**config.mk**
```make
export PLATFORM = sky130hd
export DESIGN_NAME = multi_channel_averager
export DESIGN_NICKNAME = d
export VERILOG_FILES = /design/src/rtl/accel_pkg.sv /design/src/rtl/avg_sign_mag.sv /design/src/rtl/multi_channel_averager.sv
export SDC_FILE = /design/constraint.sdc
export NUM_CORES = 1
export LEC_CHECK = 0
export CAP_MARGIN = 10
export CORE_ASPECT_RATIO = 2
export CORE_UTILIZATION = 46
export DETAILED_ROUTE_END_ITERATION = 10
export PLACE_DENSITY = 0.74
export SLEW_MARGIN = 20
export SYNTH_ARGS = -nofsm -noshare
export SYNTH_HDL_FRONTEND = slang
export SYNTH_HIERARCHICAL = 1
export SYNTH_SLANG_ARGS = --single-unit
```
**constraint.sdc**
```tcl
create_clock -name clk -period 10.6 [get_ports clk]
set_input_delay 1.06 -clock clk [delete_from_list [all_inputs] [get_ports clk]]
set_output_delay 1.06 -clock clk [all_outputs]
set_load 0.01 [all_outputs]
```
**src/rtl/accel_pkg.sv**
```systemverilog
// rtl/accel_pkg.sv - shared widths, rounding modes and result type for the channel averager
// Contents:
//   acc_w()      accumulator width for a given sample width and window size
//   ch_w()       channel tag width, at least 1 bit
//   round_mode_e RND_FLOOR / RND_HALF_UP
//   sm_result_t  {sign, mag, avg}, fields sized to MAX_DATA_W (users take the low DATA_W bits)
package accel_pkg;

  localparam int MAX_DATA_W = 32;

  typedef enum logic {
    RND_FLOOR   = 1'b0,
    RND_HALF_UP = 1'b1
  } round_mode_e;

  typedef struct packed {
    logic                  sign;
    logic [MAX_DATA_W-1:0] mag;
    logic [MAX_DATA_W-1:0] avg;
  } sm_result_t;

  function automatic int acc_w(input int data_w, input int log2_win);
    return data_w + log2_win;
  endfunction

  function automatic int ch_w(input int num_ch);
    return (num_ch <= 1) ? 1 : $clog2(num_ch);
  endfunction

endpackage

```
**src/rtl/avg_sign_mag.sv**
```systemverilog
// rtl/avg_sign_mag.sv - window sum to rounded average plus sign/magnitude (combinational)
// Ports:
//   sum  in   ACC_W signed window sum
//   res  out  sm_result_t: avg sign-extended, mag zero-extended, sign = avg < 0
module avg_sign_mag
  import accel_pkg::*;
#(
  parameter int DATA_W   = 16,
  parameter int LOG2_WIN = 7,
  parameter int ROUND    = 0,
  localparam int ACC_W   = acc_w(DATA_W, LOG2_WIN)
) (
  input  logic signed [ACC_W-1:0] sum,
  output sm_result_t              res
);

  // Half an LSB of the result, added before the shift when rounding half up.
  localparam logic signed [ACC_W:0] BIAS =
    (ROUND == int'(RND_HALF_UP)) ? ((ACC_W+1)'(1) << (LOG2_WIN - 1)) : '0;

  logic signed [ACC_W:0]  biased;
  logic [DATA_W-1:0]      avg;
  logic [DATA_W-1:0]      mag;
  logic                   neg;

  always_comb begin
    // One extra bit so the rounding bias cannot overflow the sum.
    biased = $signed({sum[ACC_W-1], sum}) + BIAS;
    // The mean of DATA_W-bit samples always fits in DATA_W bits.
    avg    = DATA_W'(biased >>> LOG2_WIN);
    neg    = avg[DATA_W-1];
    // The most negative value negates to itself, which read as unsigned is the exact magnitude.
    mag    = neg ? (DATA_W'(0) - avg) : avg;
    res.sign = neg;
    res.avg  = MAX_DATA_W'($signed(avg));
    res.mag  = MAX_DATA_W'(mag);
  end

endmodule

```
**src/rtl/multi_channel_averager.sv**
```systemverilog
// rtl/multi_channel_averager.sv - per-channel tumbling-window averager with one-deep output register
// Ports:
//   clk, rst (async, active-high), clr (sync clear of all channel state and overrun)
//   in_valid, in_ch, in_data      tagged signed sample; in_ch >= NUM_CH is ignored
//   out_valid, out_ready          one-deep result handshake
//   out_ch, out_avg, out_mag, out_sign  result payload, held until transfer
//   overrun                       sticky: a pending result was overwritten
module multi_channel_averager
  import accel_pkg::*;
#(
  parameter int DATA_W   = 16,
  parameter int NUM_CH   = 3,
  parameter int LOG2_WIN = 7,
  parameter int ROUND    = 0,
  localparam int CH_W    = ch_w(NUM_CH)
) (
  input  logic                     clk,
  input  logic                     rst,
  input  logic                     clr,
  input  logic                     in_valid,
  input  logic [CH_W-1:0]          in_ch,
  input  logic signed [DATA_W-1:0] in_data,
  output logic                     out_valid,
  input  logic                     out_ready,
  output logic [CH_W-1:0]          out_ch,
  output logic [DATA_W-1:0]        out_avg,
  output logic [DATA_W-1:0]        out_mag,
  output logic                     out_sign,
  output logic                     overrun
);

  localparam int ACC_W = acc_w(DATA_W, LOG2_WIN);
  localparam logic [CH_W:0] NUM_CH_L = (CH_W+1)'(NUM_CH);

  logic signed [ACC_W-1:0] acc [NUM_CH];
  logic [LOG2_WIN-1:0]     cnt [NUM_CH];

  logic                    accept;
  logic                    complete;
  logic signed [ACC_W-1:0] cur_acc;
  logic signed [ACC_W-1:0] sum;
  logic [LOG2_WIN-1:0]     cur_cnt;
  sm_result_t              res;

  always_comb begin
    accept  = in_valid && !clr && ({1'b0, in_ch} < NUM_CH_L);
    cur_acc = '0;
    cur_cnt = '0;
    if (accept) begin
      cur_acc = acc[in_ch];
      cur_cnt = cnt[in_ch];
    end
    // Includes the current sample, so on completion this is the full window.
    sum      = cur_acc + ACC_W'(in_data);
    complete = accept && (cur_cnt == '1);
  end

  avg_sign_mag #(
    .DATA_W   (DATA_W),
    .LOG2_WIN (LOG2_WIN),
    .ROUND    (ROUND)
  ) u_avg_sign_mag (
    .sum (sum),
    .res (res)
  );

  always_ff @(posedge clk or posedge rst) begin
    if (rst) begin
      for (int i = 0; i < NUM_CH; i++) begin
        acc[i] <= '0;
        cnt[i] <= '0;
      end
    end else if (clr) begin
      for (int i = 0; i < NUM_CH; i++) begin
        acc[i] <= '0;
        cnt[i] <= '0;
      end
    end else if (accept) begin
      if (complete) begin
        acc[in_ch] <= '0;
        cnt[in_ch] <= '0;
      end else begin
        acc[in_ch] <= sum;
        cnt[in_ch] <= cur_cnt + LOG2_WIN'(1);
      end
    end
  end

  // clr drops both pending and completing results but leaves the payload as it was.
  always_ff @(posedge clk or posedge rst) begin
    if (rst) begin
      out_valid <= 1'b0;
      out_ch    <= '0;
      out_avg   <= '0;
      out_mag   <= '0;
      out_sign  <= 1'b0;
      overrun   <= 1'b0;
    end else if (clr) begin
      out_valid <= 1'b0;
      overrun   <= 1'b0;
    end else if (complete) begin
      out_valid <= 1'b1;
      out_ch    <= in_ch;
      out_avg   <= res.avg[DATA_W-1:0];
      out_mag   <= res.mag[DATA_W-1:0];
      out_sign  <= res.sign;
      if (out_valid && !out_ready) begin
        overrun <= 1'b1;
      end
    end else if (out_valid && out_ready) begin
      out_valid <= 1'b0;
    end
  end

  generate
    if (DATA_W < MAX_DATA_W) begin : g_res_hi
      logic unused_res_hi;
      assign unused_res_hi = ^{res.avg[MAX_DATA_W-1:DATA_W], res.mag[MAX_DATA_W-1:DATA_W]};
    end
  endgenerate

endmodule
```
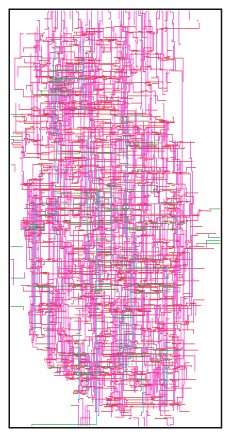
Fig. 1. Metal layers overlaid.
legend:
  cyan:
    layer: M4
    wire_length: 709 µm
  green:
    layer: M3
    wire_length: 911 µm
  magenta:
    layer: M2
    wire_length: 11000 µm
  red:
    layer: M1
    wire_length: 7800 µm

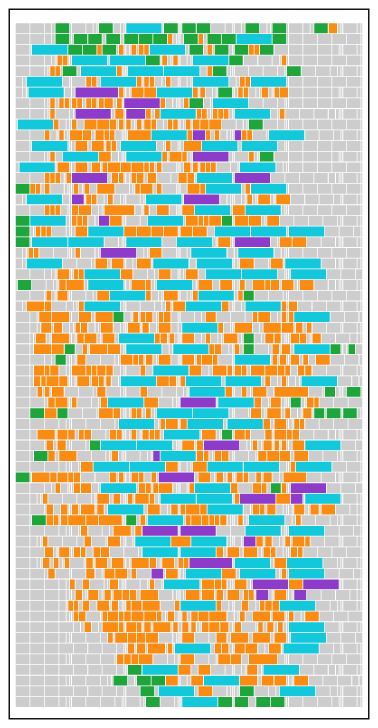
Fig. 2. Cells coloured by class.
Fill, decap, tap and diode cells in grey.
legend:
  purple:
    class: clock drivers and dummy loads
    cells: 30
    share_of_their_area: 7.0%
  orange:
    class: remaining logic cells
    cells: 624
    share_of_their_area: 46%
  cyan:
    class: registers
    cells: 127
    share_of_their_area: 38%
  green:
    class: remaining buffers and delay cells
    cells: 75
    share_of_their_area: 8.5%

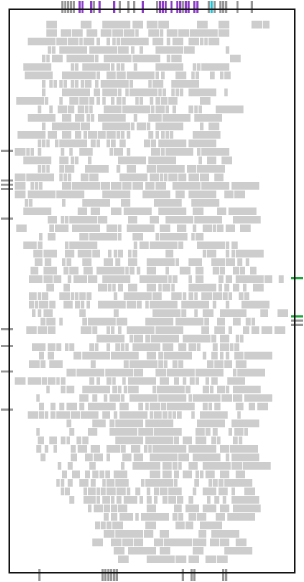
Fig. 3. Pin placement.
Pins as bars across the die edge, other pins in grey.
legend:
  green:
    port: in_ch
    pins: 2
    direction: input
    edge: right
  cyan:
    port: out_sign
    pins: 1
    direction: output
    edge: top
  purple:
    port: out_mag
    pins: 16
    direction: output
    edge: top
all pins by edge: 35 top, 12 bottom, 9 left, 4 right

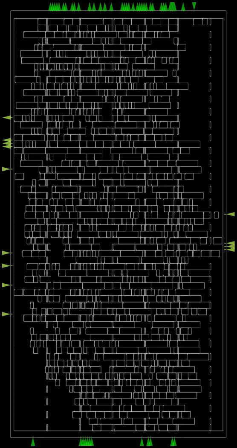
Fig. 4. Placement view.
sequential cell area share: 37.2%
# Taps: 198
Final Non-Filler Cells: 1054

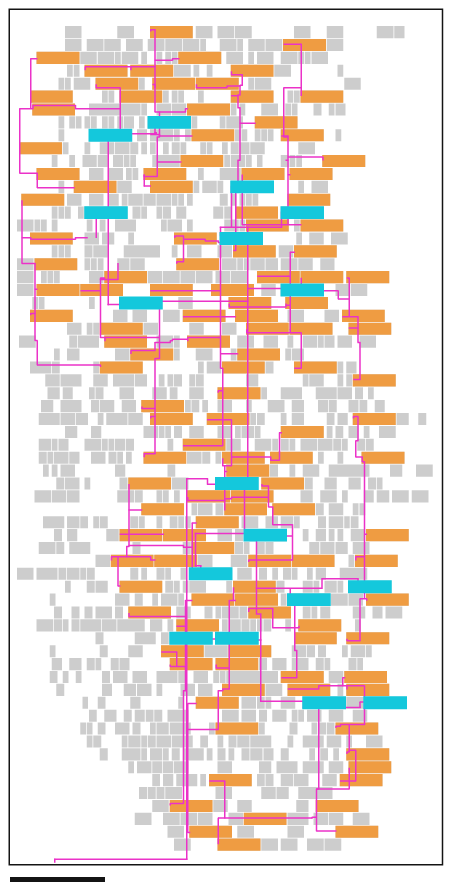
Fig. 5. Clock network drawn from the DEF.
The bar under the picture is 20 µm long.
legend:
  cyan:
    item: clock-net drivers
    count: 17
  orange:
    item: flip-flops
    count: 127
  magenta:
    item: clock wires
    length: 1730 µm
routed clock nets: 18

==> results_slide.txt <==
Physical Implementation Snapshot

Status
  – Status: complete, no violations

Power
  – Seq. pwr: 0.000500 W
  – Combinational power: roughly 0.00013 W
  – Power Density: 141 mW/mm²
  – Pwr top: the clock network
  – Clk pwr: roughly 0.00058 W
  – Maximum vdd drop: 0.106 mV
  – Sequential power share: 41.5%
  – Power, Total: 0.00121 W
  – Clk pwr share: between 40% and 50%
  – Power share of the combinational group: 10.8%
  – Lkg Pwr: 4.02 nW
  – Switch Pwr: 0.000317 W
  – Switch share: 26.3%
  – Pint: just under 0.0009 W

Cells and area
  – Largest Register: acc
  – Register Area: 0.00318 mm²
  – Biggest regs: acc (69), cnt (21)
  – FF+latch count: between 100 and 150
  – Final #Nets: 893
  – Fraction of layout cells with a size suffix above 1: 7.36%
  – Most frequent cells in the layout: nand2_1 (158), dfrtp_1 (127), nor2_1 (83)
  – N_diodes: 0
  – Most frequent logic cell in the layout: nand2_1
  – Signal inverters: 14
  – Filler Cell Count: roughly 1500
  – Signal buffers: 75
  – Final Core Density: 55.6%
  – Leading cell kind: logic gates
  – Clock buf/inv share: 6.77%
  – Logic area: 0.00378 mm²
  – #MultiIn Comb: 610
  – Max FFs per register: 69
  – Non-clk buf share: a little over 8%
  – Post-route cell area: between 0.008 and 0.009 mm²
  – Comb/total area: 44.2%
  – Area Overhead vs Synth: 17.1%
  – Clock buffers: 18

Detailed routing
  – Max Used Layer: met4
  – Drt initial violations: 517
  – WL met2: roughly 11000 µm
  – Via density: 5.97
  – Routed met3 length: 910 µm
  – Routed Antenna Nets: 0
  – Met1 Wirelength: about 7800 µm
  – WL final: 20400 µm
  – DRC viols: 0
  – Routed vias: 6292
  – WL/cell: 19.4 µm
  – 1st-pass router iterations: 5

Synth
  – Syn. warnings: 6
  – Cells after Synth: 815
  – Syn Area/Cell: 8.95 µm²
  – Cell Area, Synth: 0.00730 mm²
  – Post-synthesis net count: 863

Placed design
  – IO Port Bufs: 59
  – DP Worst Slack: about 3700 ps
  – Placed insts: 1024
  – Cell Area, Placed: approximately 0.0080 mm²
  – GPL Wtd Cong: 0.949
  – HPWL after DPL: about 14000 µm

Min path
  – Hold Path Sink: out_avg[13]$_DFFE_PP0P_
  – Hold crit path type: flip-flop to flip-flop
  – Hold Path Depth: 2
  – HP Start: out_avg[13]$_DFFE_PP0P_

Setup path
  – FF-to-FF setup slack: 6040 ps
  – Worst setup SP type: input pin
  – Critical-path cell list: clkdlybuf4s50_1 > buf_4 > nor2b_4 > a21oi_1 > nor2_1 > ha_1 > a211oi_1 > o21bai_1 > nand4bb_1 > a31oi_1 > a21oi_1 > xnor2_1 > inv_1 > nor4_2 > a41oi_1 > xor2_1 > nand2_1 > nand2_1
  – Worst EP required: 10900 ps
  – Worst setup endpoint: out_mag[13]$_DFFE_PP0P_
  – Worst R2R End: out_mag[13]$_DFFE_PP0P_
  – Max stage delay on crit path: ~680 ps
  – Setup crit start: in_ch[0]
  – WS Path Type: input pin to flip-flop
  – CP Max Fanout: 43
  – Worst Setup End Kind: flip-flop
  – Critical path depth: 18
  – Reg-to-Reg Start: acc[6]$_DFFE_PP0P_
  – Crit-path leading delay family: simple AND/OR/NAND/NOR gates
  – FF-to-FF path depth: 17
  – Data arrival time of the worst path: 6500 ps
  – Crit path max-delay cell type: nor2b_4

Run
  – OpenROAD warning count: 26
  – Max Cap Violations: 0

Clocking
  – Sinks on Clock Net: 127
  – CTS Buffer Depth: 2
  – Setup Buffers After CTS: 0
  – Root Driver: clkbuf_16
  – H-tree levels: 4
  – CTS Buf Count: 17
  – Cts hold-fix bufs: 0
  – Insertion Delay late pin: 430 ps
  – Resize count post-CTS: 0
  – CTS tree: done
  – Reg clk slew, reported paths: around 50 ps

Global routing
  – Vias in the first global route: 6304
  – Largest net degree at the start of global routing: 74
  – First-pass GRT wire length: between 30000 and 40000 µm
  – GRT Max-Usage Layer: met2
  – GRT Util Overall: 25.7%
  – GR Overflow Total: 0
  – Met2 Use GR: 46.1%
  – Global routing usage on met3: 4.39%
  – Initial antenna violation count: 0

Timing
  – Slew HR: a little under a quarter
  – Setup-failing EPs final: 0
  – Final Hold Vio Count: 0
  – Max-slew violation count: 0
  – Total Neg Setup Slack: 0 ps
  – Unrepaired setup endpoints after global routing: false
  – Final worst slack: 4400 ps
  – Period minus WS final: 6200 ps
  – Clk_skew: 10.8 ps
  – Min Hold Slack: 473 ps
  – Period utilization: 58.5%
  – Worst-Margin Slew: 1130 ps

Floorplan
  – Die H: roughly 180 µm
  – Number of cell rows: around 64
  – IO Pins: 60
  – Die Width: around 90 µm
  – Core ar.: 0.0154 mm²
  – Die Area: 0.0164 mm²
No activity file was given, so power comes from the tool's default toggle rates.
